### PDN straps and rails

Drawn at 12 px/um. Pins as bars on the die edge. Tap cells in gray.
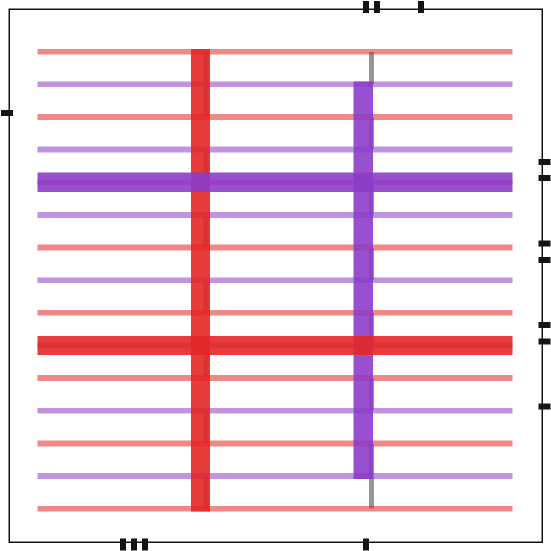
### Placed cells, one color a class

Drawn at 12 px/um. Fill, decap, tap and diode cells in gray.
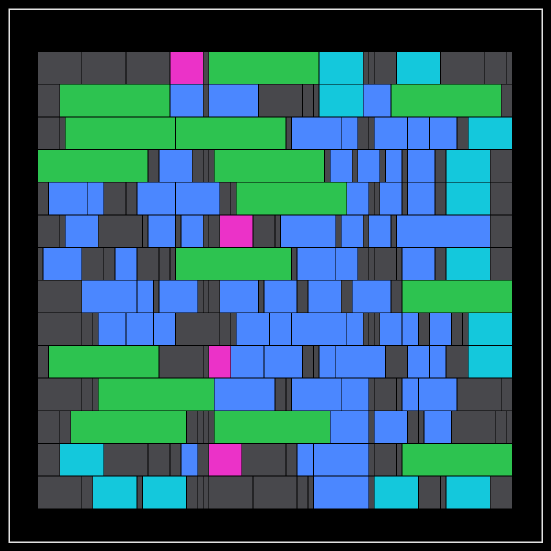
### Clock distribution

Drawn at 8 px/um.
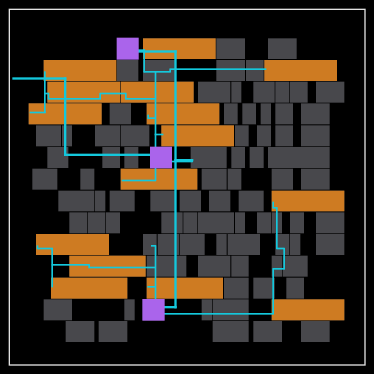
### Wiring by layer

Drawn at 12 px/um.
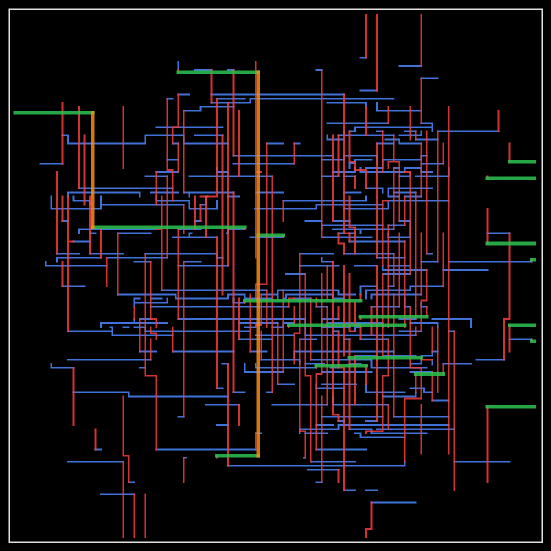
===== config.mk =====
export PLATFORM = sky130hd
export DESIGN_NAME = sw_count_ctrl
export DESIGN_NICKNAME = d
export VERILOG_FILES = /design/src/rtl/sw_count_ctrl.sv
export SDC_FILE = /design/constraint.sdc
export NUM_CORES = 1
export LEC_CHECK = 0
export CORE_MARGIN = 2
export CORE_UTILIZATION = 55
export CTS_CLUSTER_SIZE = 8
export DETAILED_ROUTE_END_ITERATION = 16
export PLACE_DENSITY = 0.82
export RECOVER_POWER = 100
export SYNTH_ARGS = -nofsm -noshare
export SYNTH_HDL_FRONTEND = slang
export SYNTH_SLANG_ARGS = --single-unit
export TNS_END_PERCENT = 20

===== constraint.sdc =====
create_clock -name clk -period 3.59 [get_ports clk]
set_input_delay 0.718 -clock clk [delete_from_list [all_inputs] [get_ports clk]]
set_output_delay 0.718 -clock clk [all_outputs]
set_load 0.005 [all_outputs]

===== src/rtl/sw_count_ctrl.sv =====
// SPDT pushbutton debouncer with set/reset-latch semantics
// and a modulo-2^COUNT_W press counter, single clock domain.
module sw_count_ctrl #(
  parameter int SYNC_STAGES     = 2,
  parameter int DEBOUNCE_CYCLES = 16,
  parameter int COUNT_W         = 4
) (
  input  logic               clk,
  input  logic               rst,
  input  logic               a,
  input  logic               b,
  input  logic               en,
  input  logic               clr,
  output logic               pressed,
  output logic               press_pulse,
  output logic               wrap,
  output logic               err,
  output logic               busy,
  output logic [COUNT_W-1:0] Q
);

  localparam int TW = $clog2(DEBOUNCE_CYCLES + 1);
  localparam logic [TW-1:0] DB_LAST = TW'(DEBOUNCE_CYCLES);
  localparam logic [TW-1:0] T_ONE   = TW'(1);

  localparam logic [1:0] C_PRESS = 2'b01;
  localparam logic [1:0] C_REL   = 2'b10;
  localparam logic [1:0] C_ILL   = 2'b00;

  // bit1 = debounced level, bit0 = debouncing
  typedef enum logic [1:0] {
    REL      = 2'b00,
    DB_PRESS = 2'b01,
    HELD     = 2'b10,
    DB_REL   = 2'b11
  } state_e;

  state_e                 state_q, state_d;
  logic [TW-1:0]          timer_q, timer_d;
  logic [TW-1:0]          timer_inc;
  logic [SYNC_STAGES-1:0] a_sync_q, a_sync_d;
  logic [SYNC_STAGES-1:0] b_sync_q, b_sync_d;
  logic [COUNT_W-1:0]     q_q, q_d;
  logic [1:0]             code;
  logic                   q_inc;

  always_comb begin
    a_sync_d = {a_sync_q[SYNC_STAGES-2:0], a};
    b_sync_d = {b_sync_q[SYNC_STAGES-2:0], b};
  end

  assign code      = {a_sync_q[SYNC_STAGES-1], b_sync_q[SYNC_STAGES-1]};
  assign timer_inc = timer_q + 1'b1;

  always_comb begin
    state_d     = state_q;
    timer_d     = timer_q;
    press_pulse = 1'b0;
    err         = (code == C_ILL);
    unique case (state_q)
      REL: begin
        if (code == C_PRESS) begin
          if (DEBOUNCE_CYCLES == 1) begin
            state_d     = HELD;
            press_pulse = 1'b1;
          end else begin
            state_d = DB_PRESS;
            timer_d = T_ONE;
          end
        end
      end
      DB_PRESS: begin
        if (code == C_PRESS) begin
          if (timer_inc == DB_LAST) begin
            state_d     = HELD;
            timer_d     = '0;
            press_pulse = 1'b1;
          end else begin
            timer_d = timer_inc;
          end
        end else if (code == C_REL) begin
          state_d = REL;
          timer_d = '0;
        end
      end
      HELD: begin
        if (code == C_REL) begin
          if (DEBOUNCE_CYCLES == 1) begin
            state_d = REL;
          end else begin
            state_d = DB_REL;
            timer_d = T_ONE;
          end
        end
      end
      DB_REL: begin
        if (code == C_REL) begin
          if (timer_inc == DB_LAST) begin
            state_d = REL;
            timer_d = '0;
          end else begin
            timer_d = timer_inc;
          end
        end else if (code == C_PRESS) begin
          state_d = HELD;
          timer_d = '0;
        end
      end
    endcase
  end

  // clear wins over a coincident increment
  always_comb begin
    q_inc = press_pulse & en;
    wrap  = q_inc & ~clr & (q_q == {COUNT_W{1'b1}});
    q_d   = q_q;
    if (clr) begin
      q_d = '0;
    end else if (q_inc) begin
      q_d = q_q + 1'b1;
    end
  end

  always_ff @(posedge clk or posedge rst) begin
    if (rst) begin
      state_q  <= REL;
      timer_q  <= '0;
      a_sync_q <= '1;
      b_sync_q <= '1;
      q_q      <= '0;
    end else begin
      state_q  <= state_d;
      timer_q  <= timer_d;
      a_sync_q <= a_sync_d;
      b_sync_q <= b_sync_d;
      q_q      <= q_d;
    end
  end

  assign pressed = state_q[1];
  assign busy    = state_q[0];
  assign Q       = q_q;

endmodule


==> changes_impl.md <==
### Metrics

- Post-route DRC: 0
- Detailed placement HPWL: 1.289 mm
- Max-Cap Viols: 0
- RR Startpoint: b_sync_q[1]$_DFF_PP1_
- Critical Path RT: 2.87 ns
- Synth warn: 0
- GRT overflow: 0
- Switching fraction of total power: 0.3259
- Placed cell area: about 1000 um2
- R2R Setup Slk: roughly 1.5 ns
- Setup repair after global routing missed its margin: no
- Log Warnings: 28
- Gr usage total: 0.2139
- # IOs: 15
- First-pass GRT wire length: 3.015 mm
- Vias in the first global route: roughly 680
- Fmax: around 0.31 GHz
- Wirelength, routed: around 1.7 mm
- Worst Path Arrival: ~2.5 ns
- Critical path endpoint: wrap
- Clock root buffer: clkbuf_4
- Pleak: 0.0004731 uW
- Largest net degree at the start of global routing: 16
- Port Buf Inserts: 14
- Final non-filler cell area: ~1100 um2
- Post-synth net total: 95
- Clock Path Buffers: 2
- Sequential share of the synthesized area: 0.4264
- Logic gate share of total power: 0.215
- Clk pwr share: 0.241
- Area reported by Yosys stat: a little under 900 um2
- Clock Sinks: 15
- Die area: ~2000 um2
- Clk latency late pin: a little under 0.3 ns
- Synthesized area: a little under 900 um2
- Gr busiest metal: met2
- Met2 Use GR: 0.3441
- Synthesized instance count: ~84
- Initial drt markers: 19
- Final Cycle Share: 0.8899
- Final Max Slew Viols: 0
- Placement Rows: 14
- Met3 usage: 0.02857
- Initial antenna violation count: 0
- HP Start: b_sync_q[0]$_DFF_PP1_
- CP Capture Type: output pin
- Area Growth Syn to Fin: 18.37%
- Post-Layout Cell Count: 116
- Share of cells above drive strength 1: 0.1300
- Die W: ~44 um
- Outcome: complete, no violations
- Fp_density: 0.5922
- Setup CP Type: register to output pin
- Worst Tran Pin Value: 0.5605 ns
- Hold buffer count at CTS: 0
- Inst Count DP: between 100 and 150
- Final setup fails: 0
- Sequential Power Share: 0.544
- Final Worst Setup Slack: between 0.3 and 0.4 ns
- Final Util: 0.7010
- Max Fanout on Critical Path: 6
- Pwr per Cell Area: approximately 400 nW/um2
- GPL Wtd Cong: approximately 0.85
- Max-slew headroom: 0.6216
Notes on 'PDN straps and rails' above:
Purple marks VDD. Red marks VSS.
2 straps on met4. 16 tap cells. 2 straps on met5. 15 signal pins sit on the boundary. 15 met1 rails follow the rows.
chip height: 44.28 um
Peak VDD IR: 0.2405 mV
Core Footprint: 1506 um2

Notes on 'Placed cells, one color a class' above:
Cyan marks remaining buffers and delay cells, cells 14, share of their area 14%. Blue marks remaining logic cells, cells 67, share of their area 47%. Magenta marks clock drivers and dummy loads, cells 4, share of their area 2.7%. Green marks registers, cells 15, share of their area 37%.

Notes on 'Clock distribution' above:
Purple marks clock-net drivers, count 3. Orange marks flip-flops, count 15. Cyan marks clock wires, length 203 um.
There are 4 routed clock nets. Position of the flops: spread over the die.

Notes on 'Wiring by layer' above:
Orange marks M4, wire length 41.5 um. Green marks M3, wire length 84.9 um. Red marks M2, wire length 851 um. Blue marks M1, wire length 767 um.

## per-stage QoR
| step | hold WS, ns | power, uW |
|---|---|---|
| final | 0.3607 | 412.1 |
| after global routing | 0.3638 | 433.4 |
| after CTS | 0.3621 | 419.6 |
| after detailed placement | 0.3481 | 319.5 |
| after global placement | 0.3454 | 312.8 |
| after floorplan | 0.3452 | 287.8 |
## cell families after synthesis
logic type / synth area share
simple gates: 0.2272
compound gates: 0.1796
mux: 0.06591
buf+inv: 0.03085
fa+ha+maj: 0.07013
flops: 0.4264
## critical path, stage by stage, from the launching register on
cell and delay [ns]:
dfstp_2 0.54, ha_1 0.20, nor2b_1 0.43, nand4_4 0.18
nor4_1 0.29, clkdlybuf4s50_1 0.54
## area by class of cell
cell class / count / area [um2]
timing repair buffer: 14 / 140.1
inverter: 3 / 11.26
clock inverter: 1 / 5.005
clock buffer: 3 / 22.52
multi-input combinational: 64 / 476.7
tap: 16 / 20.02
sequential: 15 / 380.4
fill: 126 / 450.4
## power groups by stage
| stage | clock network [uW] | registers (uW) | logic [uW] |
|---|---|---|---|
| floorplan | 0 | 215 | 73.3 |
| global placement | 0 | 225 | 87.7 |
| detailed placement | 0 | 227 | 92.0 |
| CTS | 102 | 225 | 93.0 |
| global route | 106 | 229 | 98.7 |
| finish | 99.2 | 224 | 88.7 |
## routing by layer
metal	vias up	share of wire
li1	344	-
met1	349	0.44
met2	23	0.49
met3	5	0.048
met4	0	0.024
met5	-	0
## registers in the layout, indices dropped and copies added, names as in the netlist
register / flops
Q: 4
a_sync_q: 2
b_sync_q: 2
state_q: 2
timer_q: 5
## cells in the final DEF (no fill, tap or decap), types with 2 or more instances in the layout
cell / netlist / routed
o22a_1: 2 / 2
a22o_1: 3 / 3
nand3_1: 4 / 4
nor2b_1: 1 / 2
nor2_1: 2 / 2
clkbuf_4: 0 / 3
and2b_1: 2 / 2
dlygate4sd3_1: 0 / 10
ha_1: 5 / 5
clkdlybuf4s50_1: 0 / 4
nor3_1: 2 / 2
nand2_1: 6 / 6
mux2_2: 4 / 2
mux2_1: 0 / 2
nand2b_1: 2 / 2
inv_1: 3 / 3
a21oi_1: 5 / 5
o21ai_0: 4 / 4
dfstp_2: 4 / 3
dfrtp_1: 11 / 11
## cell usage after synthesis (all sizes together)
library cell   n  area, um2
o211ai         1      7.510
and3           1      6.260
and2           1      8.760
buf            2      16.26
nand4          1      21.27
a211oi         1      7.510
nand2b         2      12.51
o31ai          1      7.510
or2b           1      7.510
o21ai          4      20.02
a211o          1      8.760
dfstp          4      105.1
nor3           2      10.01
mux2i          1      13.76
a31oi          1      6.260
and4           1      8.760
o21a           1      7.510
mux2           4      45.04
o311ai         1      8.760
nand3          4      20.02
nand2          7      28.78
or3            1      6.260
a22o           3      26.28
inv            3      11.26
a21oi          5      25.02
ha             5      62.56
and2b          2      15.01
a32o           1      10.01
dfrtp         11      275.3
nor4           1      6.260
nand3b         1      7.510
a21o           1      7.510
o22a           2      17.52
nor2           2      7.510
or4            1      7.510
and3b          1      8.760
nor2b          2      20.02
Power figures rest on the tool's default switching activity, not on a simulated workload.
